File: src/rtl/if_stage.sv
// Instruction-fetch stage: owns the program counter, registers the fetched word into IF/ID,
// and applies reset / redirect / stall in strict priority. Also keeps fetch and flush counters.
module if_stage #(
    parameter logic [31:0] PC_RESET = 32'h0000_3000,
    parameter logic [31:0] NOP_INSN = 32'h0000_0013
) (
    input  logic        clk,
    input  logic        rst,
    input  logic        stall,
    input  logic        redirect,
    input  logic [31:0] redirect_pc,
    output logic [31:0] imem_addr,
    input  logic [31:0] imem_data,
    output logic [31:0] if_id_pc,
    output logic [31:0] if_id_pc4,
    output logic [31:0] if_id_ir,
    output logic [6:0]  if_id_opcode,
    output logic        if_id_ir30,
    output logic        if_id_valid,
    output logic [31:0] fetch_cnt,
    output logic [31:0] flush_cnt
);

    typedef enum logic [1:0] {
        ActReset,
        ActRedirect,
        ActStall,
        ActFetch
    } action_e;

    action_e     action;

    logic [31:0] pc_q,        pc_d;
    logic [31:0] id_pc_q,     id_pc_d;
    logic [31:0] id_pc4_q,    id_pc4_d;
    logic [31:0] id_ir_q,     id_ir_d;
    logic        id_valid_q,  id_valid_d;
    logic [31:0] fetch_cnt_q, fetch_cnt_d;
    logic [31:0] flush_cnt_q, flush_cnt_d;
    logic [31:0] pc_plus4;

    // Wraps modulo 2^32 by construction.
    assign pc_plus4 = pc_q + 32'd4;

    always_comb begin
        if (rst) begin
            action = ActReset;
        end else if (redirect) begin
            action = ActRedirect;
        end else if (stall) begin
            action = ActStall;
        end else begin
            action = ActFetch;
        end
    end

    always_comb begin
        pc_d        = pc_q;
        id_pc_d     = id_pc_q;
        id_pc4_d    = id_pc4_q;
        id_ir_d     = id_ir_q;
        id_valid_d  = id_valid_q;
        fetch_cnt_d = fetch_cnt_q;
        flush_cnt_d = flush_cnt_q;

        unique case (action)
            ActReset: begin
                pc_d        = PC_RESET;
                id_pc_d     = '0;
                id_pc4_d    = '0;
                id_ir_d     = NOP_INSN;
                id_valid_d  = 1'b0;
                fetch_cnt_d = '0;
                flush_cnt_d = '0;
            end
            ActRedirect: begin
                // Word-align the target; the word fetched this cycle is dropped as a bubble.
                pc_d        = {redirect_pc[31:2], 2'b00};
                id_pc_d     = '0;
                id_pc4_d    = '0;
                id_ir_d     = NOP_INSN;
                id_valid_d  = 1'b0;
                flush_cnt_d = flush_cnt_q + 32'd1;
            end
            ActStall: begin
            end
            ActFetch: begin
                pc_d        = pc_plus4;
                id_pc_d     = pc_q;
                id_pc4_d    = pc_plus4;
                id_ir_d     = imem_data;
                id_valid_d  = 1'b1;
                fetch_cnt_d = fetch_cnt_q + 32'd1;
            end
            default: begin
            end
        endcase
    end

    always_ff @(posedge clk) begin
        pc_q        <= pc_d;
        id_pc_q     <= id_pc_d;
        id_pc4_q    <= id_pc4_d;
        id_ir_q     <= id_ir_d;
        id_valid_q  <= id_valid_d;
        fetch_cnt_q <= fetch_cnt_d;
        flush_cnt_q <= flush_cnt_d;
    end

    // All outputs come straight from registers: no path from stall/redirect.
    assign imem_addr    = pc_q;
    assign if_id_pc     = id_pc_q;
    assign if_id_pc4    = id_pc4_q;
    assign if_id_ir     = id_ir_q;
    assign if_id_opcode = id_ir_q[6:0];
    assign if_id_ir30   = id_ir_q[30];
    assign if_id_valid  = id_valid_q;
    assign fetch_cnt    = fetch_cnt_q;
    assign flush_cnt    = flush_cnt_q;

endmodule

File: config.mk
export PLATFORM = sky130hd
export DESIGN_NAME = if_stage
export DESIGN_NICKNAME = d
export VERILOG_FILES = /design/src/rtl/if_stage.sv
export SDC_FILE = /design/constraint.sdc
export NUM_CORES = 1
export LEC_CHECK = 0
export CAP_MARGIN = 10
export CORE_ASPECT_RATIO = 1.1
export CORE_MARGIN = 2
export CORE_UTILIZATION = 48
export CTS_BUF_LIST = sky130_fd_sc_hd__clkbuf_16
export DETAILED_ROUTE_END_ITERATION = 6
export GPL_TIMING_DRIVEN = 1
export PLACE_DENSITY_LB_ADDON = 0.05
export SLEW_MARGIN = 20
export SYNTH_ARGS = -nofsm -noshare
export SYNTH_HDL_FRONTEND = slang
export SYNTH_SLANG_ARGS = --single-unit
export TNS_END_PERCENT = 100
File: constraint.sdc
create_clock -name clk -period 4.8 [get_ports clk]
set_input_delay 0.48 -clock clk [delete_from_list [all_inputs] [get_ports clk]]
set_output_delay 0.48 -clock clk [all_outputs]
set_load 0.01 [all_outputs]
Figure 1. Register map, names as in the netlist.
The bar under the picture is 50 µm long.
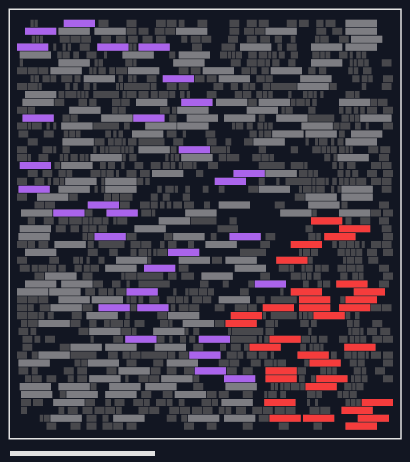
legend:
  red:
    netlist_name: fetch_cnt
    placed_flops: 32
  purple:
    netlist_name: if_id_pc
    placed_flops: 30
not colored: 125
Util after Layout: 0.668
flop share of the area: 0.458
register area: 0.00562 mm²

Figure 2. Routed metal, one color a layer.
The bar under the picture is 50 µm long.
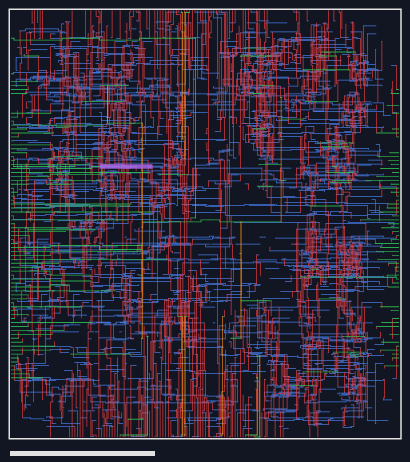
legend:
  orange:
    layer: met4
    wire_length: 532 µm
  red:
    layer: met2
    wire_length: 11,000 µm
  purple:
    layer: met5
    wire_length: 16.6 µm
  blue:
    layer: met1
    wire_length: 9,060 µm
  green:
    layer: met3
    wire_length: 1,780 µm
Avg WL per Cell: 18.1 µm
via count: 6,943
Global Route Usage Sum: 0.228
Total Routed Length: 22,400 µm

Figure 3. Cells by drive strength.
The bar under the picture is 50 µm long.
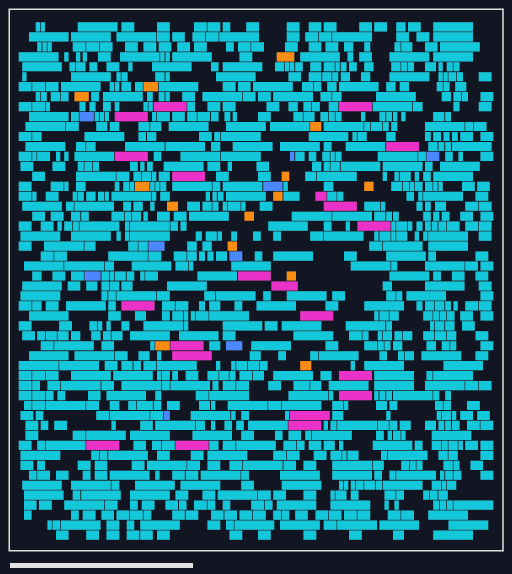
legend:
  magenta:
    size: drive 6 and up
    cells: 21
    share: 2.1%
    most_used: clkbuf_16
  cyan:
    size: drive 1 or less
    cells: 950
    share: 96%
    most_used: clkdlybuf4s50_1
  orange:
    size: drive 3 to 4
    cells: 14
    share: 1.4%
  blue:
    size: drive 2
    cells: 9
    share: 0.91%
fin area: 0.0123 mm²
Non-Clock Buffer Count: 265
area delta synth->final: 36.5%
worst setup margin: 2.14 ns

Figure 4. Nets reached from selected ports.
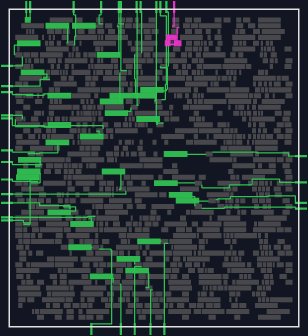
legend:
  magenta:
    port: rst
    bits: 1
    direction: input
    end_cells: 4
    wire: 27.7 µm
  green:
    port: if_id_pc4
    bits: 32
    direction: output
    end_cells: 32
    wire: 1,180 µm
I/O Pins: 269
I/O Buffers: 260

Figure 5. The clock network.
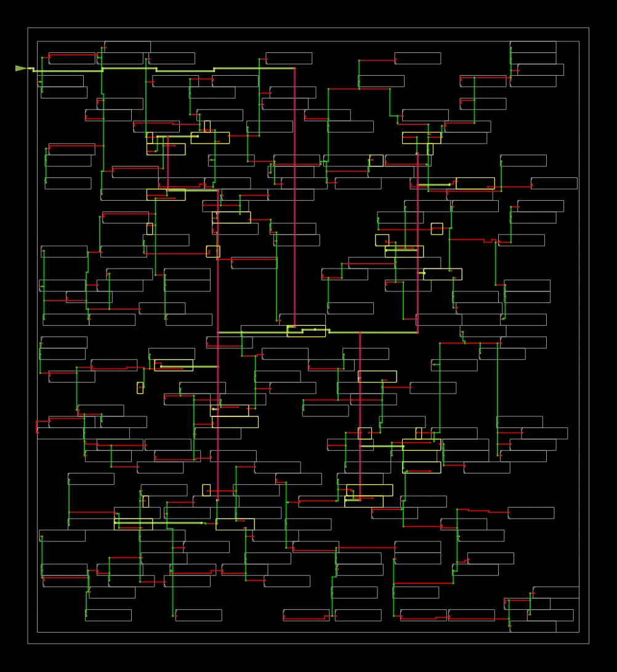
clkbuf count: 17
flop count: 187
number of CTS-inserted buffers: 17
clk ins delay skew pair: 0.43 ns
Clock Skews: 0.0143 ns

==> flow_summary.json <==
{
  "cp_cell_sequence": "and4_1 -> nand4_1 -> or4_1 -> a21oi_1",
  "cts_setup_buffers": 0,
  "drt-pass1-iter-count": 4,
  "setup_viol": 0,
  "placed_cell_area_mm2": 0.0117,
  "first_iter_violations": 485,
  "wl_met2_um": 11000,
  "most_common_cell": "edfxtp_1",
  "worst_slew_pin_slew_ns": 1.07,
  "top_layer_used": "met5",
  "yosysChipArea_mm2": 0.00897,
  "cpMaxStageDelayCell": "or4_1",
  "cts_num_sinks": 187,
  "synth.comb.largest_family": "simple AND/OR/NAND/NOR gates",
  "simple_gate_share": 0.199,
  "holdPathEnd": "if_id_pc[31]$_SDFFCE_PN0P_",
  "yosys-top-cells-count": "187 x edfxtp_1, 60 x and2_1, 52 x nand2_1",
  "arrival_ns": 2.90,
  "ys_sh_mux": 0.00125,
  "postSynthAreaPerCell_um2": 12.0,
  "p_per_area_mw_per_mm2": 318,
  "whs_path_depth": 1,
  "grt_pass1_vias": 6754,
  "relSlewSlack": 0.285,
  "holdBufCountCts": 0,
  "ys_sh_xor": 0.0293,
  "wl_met1_um": 9060,
  "final_nets": 1054,
  "r2r_start": "flush_cnt[12]$_SDFFCE_PN0P_",
  "clk_pin_slew_ns": 0.07,
  "ys_ff": 187,
  "edf_count": 187,
  "setup-tns-final_ns": 0,
  "grt_max_degree": 88,
  "critPathKind": "register to register",
  "largest_area_cell": "edfxtp_1",
  "lay_top_count": "clkdlybuf4s50_1",
  "dp_worst_setup_slack_ns": 1.80,
  "gp_congestion": 0.802,
  "adder_share": 0.00697,
  "hold_slack_ns": 0.639,
  "core_area_mm2": 0.0183,
  "top_cell_area_share": 0.626,
  "overflow": 0,
  "fp-utilization": 0.489,
  "hold_start": "imem_addr[31]$_SDFFCE_PN0P_",
  "status": "complete, no violations",
  "ir_drop_uv": 271,
  "grt_pass1_wl_um": 35300,
  "timing.hold.worst.class": "register to register",
  "use_met1": 0.289,
  "root_buffer": "clkbuf_16",
  "hold_violations": 0,
  "busiest_layer": "met2",
  "fmax_mhz": 376,
  "grt_antenna_before_repair": 1,
  "dp_hpwl_um": 15400,
  "die_width_um": 134,
  "r2r_end": "flush_cnt[24]$_SDFFCE_PN0P_",
  "final_cells": 1237,
  "cp-start-kind": "register",
  "layout-drive-gt1-share": 0.0443,
  "crit_buf_inv": 0,
  "rrSetupSlack_ns": 2.14,
  "final_cell_mix": "260 x clkdlybuf4s50_1, 187 x edfxtp_1, 60 x and2_1",
  "synth_area_mm2": 0.00897,
  "cts_resized": 0,
  "critPathRequiredTime_ns": 5.04,
  "crit_start": "flush_cnt[12]$_SDFFCE_PN0P_",
  "ys_sh_aoi": 0.0974,
  "wl_met3_um": 1780,
  "cp-end-kind": "register",
  "ys_warn_count": 0,
  "viasPerCell": 5.61,
  "drc_errors": 0,
  "cp_max_fo": 26,
  "ys_cells": 747,
  "slowest_delay_ns": 0.77
}
-- state kept, by name (all words and copies together), names as in the netlist --
signal and count:
if_id_valid 1, if_id_pc 30, fetch_cnt 32, if_id_pc4 30, flush_cnt 32, if_id_ir 32
imem_addr 30
-- area by class of cell --
| type | instances | area (µm²) |
|---|---|---|
| clock buffers | 17 | 425 |
| clock inverters | 15 | 134 |
| fillers | 1401 | 6100 |
| inverters | 22 | 85.1 |
| multi-input cells | 488 | 3030 |
| flip-flops and latches | 187 | 5620 |
| well taps | 243 | 304 |
| repair buffers | 265 | 2650 |
-- report_power, final --
| part | switching, µW | total [µW] | internal (µW) |
|---|---|---|---|
| Sequential | 106 | 2030 | 1920 |
| Combinational | 221 | 507 | 286 |
| Clock | 601 | 1360 | 757 |
| Total | 928 | 3900 | 2970 |
